[src/rtl/link_seq_ctrl.sv]
// Sequencer for the RF->SPI receive path and the SPI->RF transmit path.
// Owns CS synchronisation, mode switching, byte/bit pacing, timeout and overrun flags.
module link_seq_ctrl #(
   parameter int BYTES = 8,
   parameter int TO_W  = 16
) (
   input  logic       clk,
   input  logic       rst,
   input  logic       rx_mode,
   input  logic       pkt_rec,
   input  logic       cs,
   input  logic       sh_en_sync,
   input  logic       ovr_clr,
   output logic       pkt_ld,
   output logic       spi_ld,
   output logic       pkt_en,
   output logic [3:0] byte_idx,
   output logic       tx_ld,
   output logic       tx_en,
   output logic       active_mode,
   output logic       busy,
   output logic       pkt_done,
   output logic       tx_done,
   output logic       overrun,
   output logic       timeout
);

   typedef enum logic [1:0] {R_IDLE, R_WAIT, R_XFER} rx_st_e;
   typedef enum logic [1:0] {T_IDLE, T_SPI, T_SHIFT} tx_st_e;

   localparam logic [3:0] LAST = 4'(BYTES - 1);

   rx_st_e            rx_q, rx_d;
   tx_st_e            tx_q, tx_d;
   logic              cs_s1_q, cs_s2_q, cs_d_q, pkt_prev_q;
   logic [3:0]        byte_idx_q, byte_idx_d, bit_cnt_q, bit_cnt_d;
   logic [TO_W-1:0]   to_cnt_q, to_cnt_d;
   logic              spi_nxt_q, spi_nxt_d, mode_q, mode_d;
   logic              pkt_ld_q, pkt_ld_d, spi_ld_q, spi_ld_d, pkt_en_q, pkt_en_d;
   logic              tx_ld_q, tx_ld_d, tx_en_q, tx_en_d, busy_q, busy_d;
   logic              pkt_done_q, pkt_done_d, tx_done_q, tx_done_d;
   logic              ovr_q, ovr_d, to_q, to_d;
   logic              cs_fall, cs_rise, pkt_rise, idle_now, mode_sw, ovr_set, to_set;

   assign cs_fall  = cs_d_q & ~cs_s2_q;
   assign cs_rise  = ~cs_d_q & cs_s2_q;
   assign pkt_rise = pkt_rec & ~pkt_prev_q;
   assign idle_now = mode_q ? (rx_q == R_IDLE) : (tx_q == T_IDLE);
   // A pending mode switch takes the idle cycle; neither FSM starts on it.
   assign mode_sw  = idle_now & (rx_mode != mode_q);

   always_comb begin
      rx_d       = rx_q;
      tx_d       = tx_q;
      byte_idx_d = byte_idx_q;
      bit_cnt_d  = bit_cnt_q;
      to_cnt_d   = to_cnt_q;
      spi_nxt_d  = 1'b0;
      pkt_ld_d   = 1'b0;
      spi_ld_d   = spi_nxt_q;
      pkt_en_d   = 1'b0;
      tx_ld_d    = 1'b0;
      tx_en_d    = 1'b0;
      pkt_done_d = 1'b0;
      tx_done_d  = 1'b0;
      to_set     = 1'b0;
      mode_d     = idle_now ? rx_mode : mode_q;
      // The pkt_done cycle still counts as busy for overrun purposes.
      ovr_set    = mode_q & pkt_rise & ((rx_q != R_IDLE) | pkt_done_q);

      if (mode_q && !mode_sw) begin
         case (rx_q)
            R_IDLE: if (pkt_rise && !pkt_done_q) begin
               pkt_ld_d   = 1'b1;
               spi_ld_d   = 1'b1;
               byte_idx_d = 4'd0;
               to_cnt_d   = '0;
               rx_d       = R_WAIT;
            end
            R_WAIT: if (cs_fall) begin
               rx_d = R_XFER;
            end else begin
               to_cnt_d = to_cnt_q + TO_W'(1);
               if (&to_cnt_d) begin
                  to_set = 1'b1;
                  rx_d   = R_IDLE;
               end
            end
            R_XFER: if (cs_rise) begin
               pkt_en_d = 1'b1;
               if (byte_idx_q == LAST) begin
                  pkt_done_d = 1'b1;
                  byte_idx_d = 4'd0;
                  rx_d       = R_IDLE;
               end else begin
                  byte_idx_d = byte_idx_q + 4'd1;
                  spi_nxt_d  = 1'b1;
                  to_cnt_d   = '0;
                  rx_d       = R_WAIT;
               end
            end
            default: rx_d = R_IDLE;
         endcase
      end

      if (!mode_q && !mode_sw) begin
         case (tx_q)
            T_IDLE: if (cs_fall) tx_d = T_SPI;
            T_SPI: if (cs_rise) begin
               tx_ld_d   = 1'b1;
               bit_cnt_d = 4'd0;
               tx_d      = T_SHIFT;
            end
            T_SHIFT: if (bit_cnt_q == 4'd8) begin
               tx_done_d = 1'b1;
               bit_cnt_d = 4'd0;
               tx_d      = T_IDLE;
            end else if (sh_en_sync) begin
               tx_en_d   = 1'b1;
               bit_cnt_d = bit_cnt_q + 4'd1;
            end
            default: tx_d = T_IDLE;
         endcase
      end

      busy_d = mode_d ? (rx_d != R_IDLE) : (tx_d != T_IDLE);
      ovr_d  = ovr_set | (ovr_q & ~ovr_clr);
      to_d   = to_set | (to_q & ~ovr_clr);
   end

   always_ff @(posedge clk) begin
      if (rst) begin
         cs_s1_q    <= 1'b1;
         cs_s2_q    <= 1'b1;
         cs_d_q     <= 1'b1;
         pkt_prev_q <= 1'b0;
         rx_q       <= R_IDLE;
         tx_q       <= T_IDLE;
         byte_idx_q <= 4'd0;
         bit_cnt_q  <= 4'd0;
         to_cnt_q   <= '0;
         spi_nxt_q  <= 1'b0;
         mode_q     <= 1'b1;
         pkt_ld_q   <= 1'b0;
         spi_ld_q   <= 1'b0;
         pkt_en_q   <= 1'b0;
         tx_ld_q    <= 1'b0;
         tx_en_q    <= 1'b0;
         busy_q     <= 1'b0;
         pkt_done_q <= 1'b0;
         tx_done_q  <= 1'b0;
         ovr_q      <= 1'b0;
         to_q       <= 1'b0;
      end else begin
         cs_s1_q    <= cs;
         cs_s2_q    <= cs_s1_q;
         cs_d_q     <= cs_s2_q;
         pkt_prev_q <= pkt_rec;
         rx_q       <= rx_d;
         tx_q       <= tx_d;
         byte_idx_q <= byte_idx_d;
         bit_cnt_q  <= bit_cnt_d;
         to_cnt_q   <= to_cnt_d;
         spi_nxt_q  <= spi_nxt_d;
         mode_q     <= mode_d;
         pkt_ld_q   <= pkt_ld_d;
         spi_ld_q   <= spi_ld_d;
         pkt_en_q   <= pkt_en_d;
         tx_ld_q    <= tx_ld_d;
         tx_en_q    <= tx_en_d;
         busy_q     <= busy_d;
         pkt_done_q <= pkt_done_d;
         tx_done_q  <= tx_done_d;
         ovr_q      <= ovr_d;
         to_q       <= to_d;
      end
   end

   assign pkt_ld      = pkt_ld_q;
   assign spi_ld      = spi_ld_q;
   assign pkt_en      = pkt_en_q;
   assign byte_idx    = byte_idx_q;
   assign tx_ld       = tx_ld_q;
   assign tx_en       = tx_en_q;
   assign active_mode = mode_q;
   assign busy        = busy_q;
   assign pkt_done    = pkt_done_q;
   assign tx_done     = tx_done_q;
   assign overrun     = ovr_q;
   assign timeout     = to_q;

endmodule

[config.mk]
export PLATFORM = sky130hd
export DESIGN_NAME = link_seq_ctrl
export DESIGN_NICKNAME = d
export VERILOG_FILES = /design/src/rtl/link_seq_ctrl.sv
export SDC_FILE = /design/constraint.sdc
export NUM_CORES = 1
export LEC_CHECK = 0
export ABC_AREA = 0
export CAP_MARGIN = 10
export CORE_UTILIZATION = 59
export CTS_BUF_LIST = sky130_fd_sc_hd__clkbuf_8
export DETAILED_ROUTE_END_ITERATION = 8
export PLACE_DENSITY = 0.82
export SYNTH_ARGS = -nofsm -noshare
export SYNTH_HDL_FRONTEND = slang
export SYNTH_SLANG_ARGS = --single-unit
[constraint.sdc]
create_clock -name clk -period 2.6 [get_ports clk]
set_clock_uncertainty 0.15 [all_clocks]
set_input_delay 0.65 -clock clk [delete_from_list [all_inputs] [get_ports clk]]
set_output_delay 0.65 -clock clk [all_outputs]
set_load 0.02 [all_outputs]
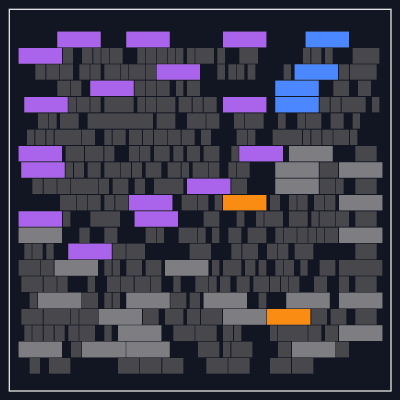
**Above:** where the registers sit.
(6 px per µm)
color	netlist name	flops
blue	bit_cnt_q	4
orange	rx_q	2
purple	to_cnt_q	16
not colored	22
Seq. cell area: 881 µm²
Power Sequential: 0.695 mW
Seq area share: 0.337

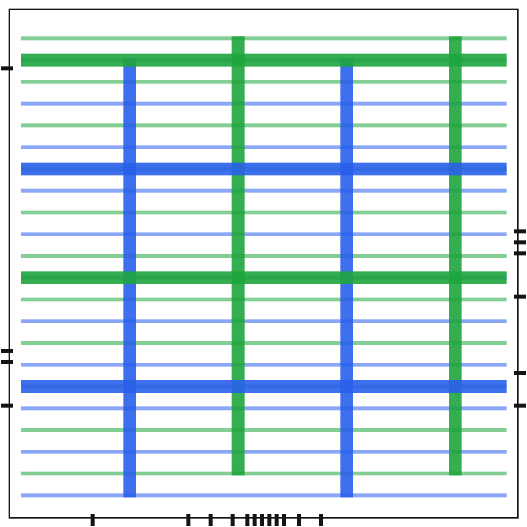
**Above:** floorplan with the power grid.
(8 px per µm) Pins as bars on the die edge.
color	net
blue	VSS
green	VDD
rows	21
met5 straps	4
met4 straps	4
Core Region: 0.00347 mm²
die width: 63.4 µm

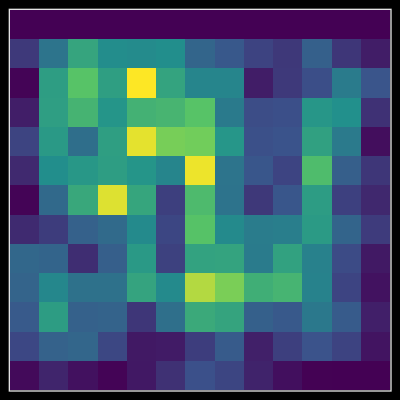
**Above:** signal metal coverage by tile.
(6 px per µm) 13 x 13 tiles, from dark purple (low) to yellow (high), scaled to the fullest tile. Values are wire area over tile area, all layers added.
tiles over half the peak	26%
fullest tile	0.60
mean over tiles	0.20
densest ninth of the die	center
nearly empty tiles	11%
All-Layer GR Usage: 0.272
Total Routed Length: 4940 µm
wire per inst: 14.0 µm

==> impl_metrics.yaml <==
# generated from flow reports
route:
  ant_nets: 0
  drtPass1Iterations: 4
  drc: 0
  routed_via_density: 5.99
synth:
  netlist.area_leader.share: 0.396
  synth.area.top_cells: "dfxtp_1 (40%), nor2_1 (6.2%), a21oi_1 (5.2%)"
  postSynthNetCount: 296
  ys_types: 45
  yosys_warnings: 0
  ys_seq_share: 0.396
  yosys-top-cells-count: "dfxtp_1 (44), nor2_1 (37), a21oi_1 (23), nand2_1 (20), o21ai_0 (13)"
  synth_area_mm2: 0.00222
  edf_count: 0
  ys_area_mm2: 0.00222
  ys_ff: 44
  top_area_cell: "dfxtp_1"
  synthFlopType: "dfxtp_1"
  async_flop_share: 0
  synth-cells-yosys: 284
floorplanning:
  row_count: 21
  die_area_mm2: 0.00402
  num_io_pins: 22
placed_design:
  port_buffers: 21
  gp_congestion: 0.874
  dp_hpwl_um: 3460
critical_path:
  cp_cell_sequence: "ha_1 > nand3_1 > or3_1 > nor2_1 > xor2_1 > and4_1 > a31oi_1"
  cp.arrival_ps: 2340
  crit_path_start_kind: "register"
  slowest_delay_ps: 440
  crit_slowest_cell: "or3_1"
final_timing:
  setup_viol: 0
  period_used_share: 0.887
  hold_viol: 0
  drv_slew: 0
  tns_ps: 0
  fin_crit_ps: 2310
global_route:
  first_global_vias: 1978
  grt_max_degree: 37
  grt_pass1_wl_um: 8650
run_status:
  outcome: "completed"
final_layout:
  antenna_cells: 0
  drive_gt1_frac: 0.0619
  nNetsFinal: 318
cts:
  cts.sinks: 44
  clkTransAtPathRegs_ps: 80
  cts-buffers-inserted: 5
  cts_setup_buffers: 0
  cts-root-buf: "clkbuf_8"
  htreeDepth: 2
[per-stage QoR]
| step | hold slack (ps) | cell area, µm² | total power [mW] | setup slack, ps | util |
|---|---|---|---|---|---|
| 2_1_floorplan | 239 | 2220 | 0.786 | 550 | - |
| 3_5_place_dp | 247 | 2500 | 0.835 | 15.8 | 0.722 |
| 4_1_cts | 266 | 2610 | 1.34 | 322 | 0.753 |
| 6_report | 265 | 2610 | 1.33 | 293 | 0.753 |
| 3_3_place_gp | 240 | 2500 | 0.832 | 34.2 | 0.722 |
| 5_1_grt | 298 | 2610 | 1.39 | 103 | 0.753 |
[worst paths after layout]
| kind | startpoint | to | slack, ps | cells after the start |
|---|---|---|---|---|
| max | to_cnt_q[0] | rx_q[0] | 290 | 7 |
| min | cs_s1_q | cs_s2_q | 270 | 1 |
| max reg2reg | to_cnt_q[0] | rx_q[0] | 290 | 7 |
| min reg2reg | cs_s1_q | cs_s2_q | 270 | 1 |
[layer usage]
metal / wire length, µm / track usage / share of wire / vias up
met5: 0 / 0 / 0 / -
met4: 99 / 0.134 / 0.020 / 0
met3: 273 / 0.0525 / 0.055 / 11
met2: 2320 / 0.456 / 0.47 / 77
met1: 2240 / 0.328 / 0.45 / 975
li1: - / - / - / 1053
[kinds of logic after synthesis]
kind of cell | share of synthesized area
compound gates | 0.182
xor+xnor | 0.0197
fa+ha+maj | 0.0281
buf+inv | 0.0439
flops | 0.396
mux | 0.00506
simple gates | 0.325
[state kept, by name (all words and copies together), names as in the netlist, 2 cells and up]
name	flops
bit_cnt_q	4
byte_idx	4
rx_q	2
to_cnt_q	16
tx_q	2
[power by group]
group	internal [mW]	total, mW	switching (mW)	leakage [nW]
registers	0.685	0.695	0.0104	0.356
logic	0.0533	0.124	0.0710	0.506
clock network	0.281	0.513	0.232	0.0593
[worst max-delay path, delay by kind of cell, from the launching register on]
kind | cells | cell delay (ps)
simple gates | 4 | 1030
xor+xnor | 1 | 230
compound gates | 1 | 100
flops | 1 | 430
fa+ha+maj | 1 | 250
[final cells by class]
class,count,area (µm²)
inverter,10,37.5
tap,46,57.6
multi-input combinational,216,1240
fill,265,857
clock buffer,5,68.8
clock inverter,3,38.8
sequential,44,881
timing repair buffer,29,283
[placed cells by master, fill, tap and decap left out, types with 2 or more instances in the layout]
cell type and instances:
a211oi_1 2, a21o_1 3, a21oi_1 23, a22oi_1 2, a311oi_1 2, a31oi_1 2
and2_1 6, and3_1 2, and4_1 3, buf_4 7, clkbuf_8 5, clkdlybuf4s50_1 21
dfxtp_1 44, ha_1 5, inv_1 11, nand2_1 20, nand2b_1 2, nand3_1 10
nand3b_1 6, nand4_1 8, nor2_1 37, nor2b_1 7, nor3_1 10, nor3b_1 3
nor4_1 7, nor4b_1 2, o21ai_0 13, o21ai_1 10, or2_2 3, or3_1 7
or4_1 2, xor2_1 5
Power figures rest on the tool's default switching activity, not on a simulated workload.
